===== src/rtl/uart_tx_arbiter.sv =====
// uart_tx_arbiter: message-granular round-robin sharing of the UART transmit
// byte port between N_REQ byte-stream requesters. The owner keeps the grant
// until it completes a byte flagged last, or until it idles for IDLE_TIMEOUT
// cycles, in which case it is evicted and the eviction is counted in drop_cnt.
`timescale 1ns/1ps
module uart_tx_arbiter #(
  parameter int N_REQ        = 2,
  parameter int IDLE_TIMEOUT = 65535
) (
  input  logic                 clk,
  input  logic                 rst_i,
  input  logic [8*N_REQ-1:0]   req_data,
  input  logic [N_REQ-1:0]     req_valid,
  input  logic [N_REQ-1:0]     req_last,
  output logic [N_REQ-1:0]     req_ready,
  output logic [7:0]           uart_data,
  output logic                 uart_valid,
  input  logic                 uart_ready,
  output logic [N_REQ-1:0]     grant,
  output logic [7:0]           drop_cnt
);

  localparam int PTR_W = (N_REQ > 1) ? $clog2(N_REQ) : 1;
  localparam int CNT_W = $clog2(IDLE_TIMEOUT + 1);
  localparam logic [PTR_W:0]   N_EXT    = (PTR_W + 1)'(N_REQ);
  localparam logic [CNT_W-1:0] CNT_LAST = CNT_W'(IDLE_TIMEOUT - 1);
  localparam logic [N_REQ-1:0] ONE_HOT0 = N_REQ'(1);

  localparam logic [0:0] ST_IDLE = 1'b0;
  localparam logic [0:0] ST_OWN  = 1'b1;

  logic [0:0]       state_r;
  logic [PTR_W-1:0] g_r;
  logic [PTR_W-1:0] ptr_r;
  logic [N_REQ-1:0] grant_r;
  logic [CNT_W-1:0] idle_cnt_r;
  logic [7:0]       drop_cnt_r;

  logic [N_REQ-1:0] rot_s;
  logic [PTR_W-1:0] off_s;
  logic [PTR_W:0]   win_sum_s;
  logic [PTR_W-1:0] win_s;
  logic             last_g_s;
  logic             xfer_s;
  logic             release_s;
  logic             timeout_s;

  // Next index after idx, wrapping at N_REQ (handles non-power-of-two N_REQ).
  function automatic logic [PTR_W-1:0] wrap_inc(input logic [PTR_W-1:0] idx);
    logic [PTR_W:0] sum;
    sum = {1'b0, idx} + {{PTR_W{1'b0}}, 1'b1};
    if (sum >= N_EXT) begin
      wrap_inc = {PTR_W{1'b0}};
    end else begin
      wrap_inc = sum[PTR_W-1:0];
    end
  endfunction

  // Round-robin winner: rotate valids so ptr is bit 0, take the lowest set bit, un-rotate.
  always_comb begin
    rot_s = N_REQ'({req_valid, req_valid} >> ptr_r);
    off_s = {PTR_W{1'b0}};
    for (int i = N_REQ - 1; i >= 0; i--) begin
      if (rot_s[i]) begin
        off_s = PTR_W'(i);
      end else begin
        off_s = off_s;
      end
    end
    win_sum_s = {1'b0, ptr_r} + {1'b0, off_s};
    if (win_sum_s >= N_EXT) begin
      win_sum_s = win_sum_s - N_EXT;
    end else begin
      win_sum_s = win_sum_s;
    end
    win_s = win_sum_s[PTR_W-1:0];
  end

  // Owner datapath: mux selected by the registered one-hot grant, so non-owners never reach outputs.
  always_comb begin
    uart_data  = 8'h00;
    uart_valid = 1'b0;
    last_g_s   = 1'b0;
    for (int i = 0; i < N_REQ; i++) begin
      if (grant_r[i]) begin
        uart_data  = req_data[8*i +: 8];
        uart_valid = req_valid[i];
        last_g_s   = req_last[i];
      end else begin
        uart_data  = uart_data;
        uart_valid = uart_valid;
        last_g_s   = last_g_s;
      end
    end
    req_ready = grant_r & {N_REQ{uart_ready}};
  end

  assign xfer_s    = uart_valid & uart_ready;
  assign release_s = xfer_s & last_g_s;
  // A waiting owner (valid high) never counts as idle, so timeout needs valid low.
  assign timeout_s = (state_r == ST_OWN) & ~uart_valid & (idle_cnt_r == CNT_LAST);

  // Arbitration FSM, idle counter, pointer advance and eviction counter.
  always_ff @(posedge clk or negedge rst_i) begin
    if (!rst_i) begin
      state_r    <= ST_IDLE;
      g_r        <= {PTR_W{1'b0}};
      ptr_r      <= {PTR_W{1'b0}};
      grant_r    <= {N_REQ{1'b0}};
      idle_cnt_r <= {CNT_W{1'b0}};
      drop_cnt_r <= 8'h00;
    end else begin
      case (state_r)
        ST_IDLE: begin
          if (|req_valid) begin
            state_r    <= ST_OWN;
            g_r        <= win_s;
            grant_r    <= ONE_HOT0 << win_s;
            idle_cnt_r <= {CNT_W{1'b0}};
          end
        end
        ST_OWN: begin
          if (release_s || timeout_s) begin
            state_r    <= ST_IDLE;
            grant_r    <= {N_REQ{1'b0}};
            ptr_r      <= wrap_inc(g_r);
            idle_cnt_r <= {CNT_W{1'b0}};
            if (timeout_s && (drop_cnt_r != 8'hFF)) begin
              drop_cnt_r <= drop_cnt_r + 8'd1;
            end
          end else if (uart_valid) begin
            idle_cnt_r <= {CNT_W{1'b0}};
          end else begin
            idle_cnt_r <= idle_cnt_r + CNT_W'(1);
          end
        end
        default: begin
          state_r    <= ST_IDLE;
          grant_r    <= {N_REQ{1'b0}};
          idle_cnt_r <= {CNT_W{1'b0}};
        end
      endcase
    end
  end

  assign grant    = grant_r;
  assign drop_cnt = drop_cnt_r;

endmodule

===== config.mk =====
export PLATFORM = sky130hd
export DESIGN_NAME = uart_tx_arbiter
export DESIGN_NICKNAME = d
export VERILOG_FILES = /design/src/rtl/uart_tx_arbiter.sv
export SDC_FILE = /design/constraint.sdc
export NUM_CORES = 1
export LEC_CHECK = 0
export CAP_MARGIN = 0
export CORE_ASPECT_RATIO = 0.75
export CORE_MARGIN = 2
export CORE_UTILIZATION = 44
export DETAILED_ROUTE_END_ITERATION = 10
export PLACE_DENSITY = 0.78
export SLEW_MARGIN = 20
export SYNTH_ARGS = -nofsm -noshare
export SYNTH_HDL_FRONTEND = slang
export SYNTH_SLANG_ARGS = --single-unit

===== constraint.sdc =====
create_clock -name clk -period 1.7 [get_ports clk]
set_clock_uncertainty 0.05 [all_clocks]
set_input_delay 0.17 -clock clk [delete_from_list [all_inputs] [get_ports clk]]
set_output_delay 0.17 -clock clk [all_outputs]
set_load 0.05 [all_outputs]

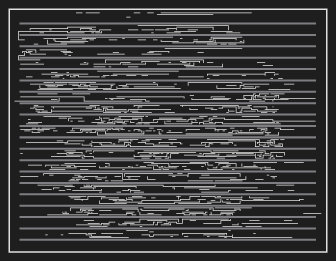
m1.png
Supply wires on this layer in gray.
nets with wire on the layer	273
share of all routed wire	45%
total detailed-routing wirelength: 5510 um
GRT met1 Usage: 35.5%
vias after detailed routing: 1,771

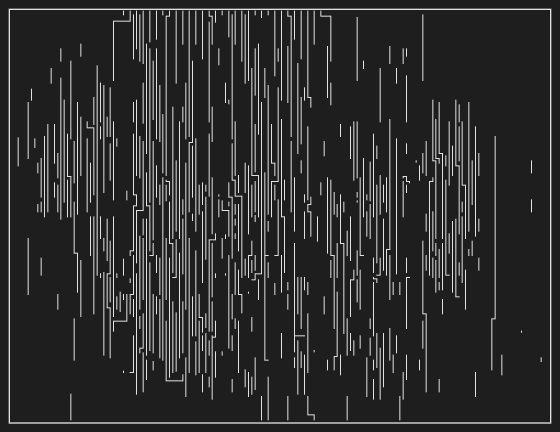
m2.png
wire length on this layer	2,640 um
main direction	vertical
longest straight run	29.2 um
share of all routed wire	48%
global routing usage on met2: 30.6%

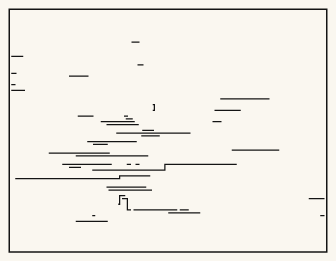
m3.png
nets with wire on the layer	30
main direction	horizontal
wire length on this layer	279 um
longest straight run	24.8 um
share of all routed wire	5.1%
met3 track demand over resource in global routing: 4.70%

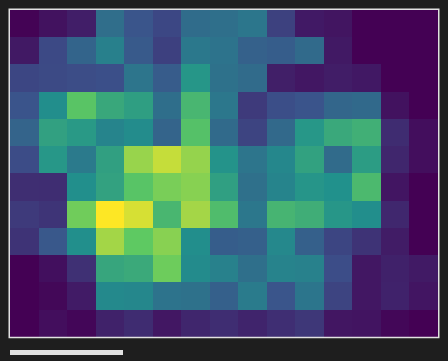
route_heat.png
Scale bar: 20 um. The die is cut into 15 by 12 equal tiles; dark purple is low, yellow is high, scaled to the fullest tile. Values are wire area over tile area, all layers added.
tiles over half the peak	23%
emptiest ninth of the die	top right
densest ninth of the die	middle
nearly empty tiles	11%
All-Layer GR Usage: 22.7%
wire per inst: 17.4 um

==> flow.log <==
[flow] collecting metrics
[metrics] outcome: finished with violations
[metrics] failing checks: negative setup slack
[metrics] logic area: 0.00102 mm2
[metrics] FA/HA/MAJ Cells, Area Fraction: 2.22%
[metrics] H-tree levels: 2
[metrics] fin util: 76.8%
[metrics] number of hold buffers added after cts: 0
[metrics] number of nets in the layout: 290
[metrics] core outline area: 0.00366 mm2
[metrics] via/cell ratio: 5.59
[metrics] CTS max path bufs: 2
[metrics] Post-synth top cells: sky130_fd_sc_hd__dfrtp_1 (29), sky130_fd_sc_hd__nand2_1 (18), sky130_fd_sc_hd__nand3_1 (15), sky130_fd_sc_hd__o21ai_0 (15), sky130_fd_sc_hd__a22o_1 (8)
[metrics] Fmax: 0.582 GHz
[metrics] length of the first detailed-routing pass in iterations: 5
[metrics] synthesis-stage register bit count: 29
[metrics] Horiz. Die Dim: 75.5 um
[metrics] CP endpoint: idle_cnt_r[10]
[metrics] Final min period: 1720 ps
[metrics] Worst Hold Margin: 215 ps
[metrics] Yosys top cell area share: 43.0%
[metrics] area after detailed placement: 0.00253 mm2
[metrics] maximum resistive drop on vdd: 1.12 mV
[metrics] Seq share, synth: 43.0%
[metrics] post-placement cell count: 302
[metrics] starting utilization of the core area: 46.1%
[metrics] worst slew pin tran: 376 ps
[metrics] Slew headroom: 74.9%
[metrics] Clock Pin Slew Worst Setup and Hold Paths: 60 ps
[metrics] I/O Buffers: 43
[metrics] layout cells sized above 1: 43.0%
[metrics] Syn Std Cell Area: 0.00169 mm2
[metrics] clock tree from TritonCTS: done
[metrics] flip-flop and latch area: 736 um2
[metrics] Insertion Delay late pin: 280 ps
[metrics] ranking of synthesized cells by area: sky130_fd_sc_hd__dfrtp_1 (43%), sky130_fd_sc_hd__nand3_1 (4.4%), sky130_fd_sc_hd__o21ai_0 (4.4%)
[metrics] number of global-route vias before repair: 1,546
[metrics] number of warnings issued by yosys: 0
[metrics] Worst Reg-to-Reg Cells: 8
[metrics] number of buffers created by CTS: 5
[metrics] P&R area growth vs syn: 66.5%
[metrics] total global routing overflow: 0
[metrics] timing startpoint of the critical path: idle_cnt_r[0]
[metrics] Power Total: 3.58 mW
[metrics] maxcap violations: 0
[metrics] maximum number of pins on one net before global-route repair: 30
[metrics] Most used DFF post-synth: sky130_fd_sc_hd__dfrtp_1
[metrics] worst min-delay path class: in2async
[metrics] dpl ws: -143 ps
[metrics] RSZ-0062 raised after global routing: true
[metrics] critical path class: reg2reg
[metrics] Post-CTS Setup Inserts: 1
[metrics] dominant kind of combinational cell: simple AND/OR/NAND/NOR gates
[metrics] final hold violation count: 0
[metrics] global route hottest layer: met1
[metrics] Crit Reg-Reg Startpoint: idle_cnt_r[0]
[metrics] post-synthesis compound-gate area fraction: 19.5%
[metrics] vertical die size: 57.6 um
[metrics] worst path setup slack after routing: -19.3 ps
[metrics] total setup violations reported at the end of the flow: 4
[metrics] final routed DRC violation total: 0
[metrics] Antenna Diode Count: 0
[metrics] post-synthesis share of cell area spent on and, or, nand and nor gates: 26.8%
[metrics] top-count cell post-synth: sky130_fd_sc_hd__dfrtp_1
[metrics] Finished Layout Cells: 317
[metrics] XOR/XNOR Area Share: 4.15%
[metrics] Fill cells: 238
==> state kept, by name (all words and copies together) (netlist names) <==
| register | flops |
|---|---|
| state_r | 1 |
| g_r | 1 |
| grant | 2 |
| ptr_r | 1 |
| idle_cnt_r | 16 |
| drop_cnt | 8 |
==> layout by cell type, fill, tap and decap left out, types with 7 or more instances in the layout <==
cell type	instances
sky130_fd_sc_hd__buf_4	49
sky130_fd_sc_hd__dfrtp_2	8
sky130_fd_sc_hd__nand3_1	14
sky130_fd_sc_hd__nand2_1	16
sky130_fd_sc_hd__buf_12	12
sky130_fd_sc_hd__o21ai_0	7
sky130_fd_sc_hd__clkbuf_8	7
sky130_fd_sc_hd__o21ai_1	9
sky130_fd_sc_hd__dfrtp_1	21
sky130_fd_sc_hd__clkdlybuf4s50_1	22
==> cell type report <==
cell class                      count  area share [%]
Tap cell                           52            2.32
Clock buffer                        7            3.43
Timing Repair Buffer               86            30.7
Multi-Input combinational cell    136            36.4
Inverter                            6           0.801
Sequential cell                    29            26.2
Clock inverter                      1           0.178
==> critical path, cell delays in order (launching register included) <==
cell and delay (ps):
sky130_fd_sc_hd__dfrtp_1 370, sky130_fd_sc_hd__inv_1 60, sky130_fd_sc_hd__ha_2 180, sky130_fd_sc_hd__nand4_1 170
sky130_fd_sc_hd__nor4_4 210, sky130_fd_sc_hd__nand2b_4 210, sky130_fd_sc_hd__buf_4 140, sky130_fd_sc_hd__a21oi_2 30
sky130_fd_sc_hd__o22a_1 190
==> metal layers <==
metal	share of wire, %	wire (um)
met1	45	2470
met2	48	2640
met3	5.1	279
met4	2.3	127
met5	0	0
==> power by group <==
group | total (mW) | switching (mW) | internal [mW]
Clock | 0.633 | 0.268 | 0.365
Sequential | 0.871 | 0.0793 | 0.792
Combinational | 2.07 | 1.09 | 0.983
Power and IR drop assume default switching activity.
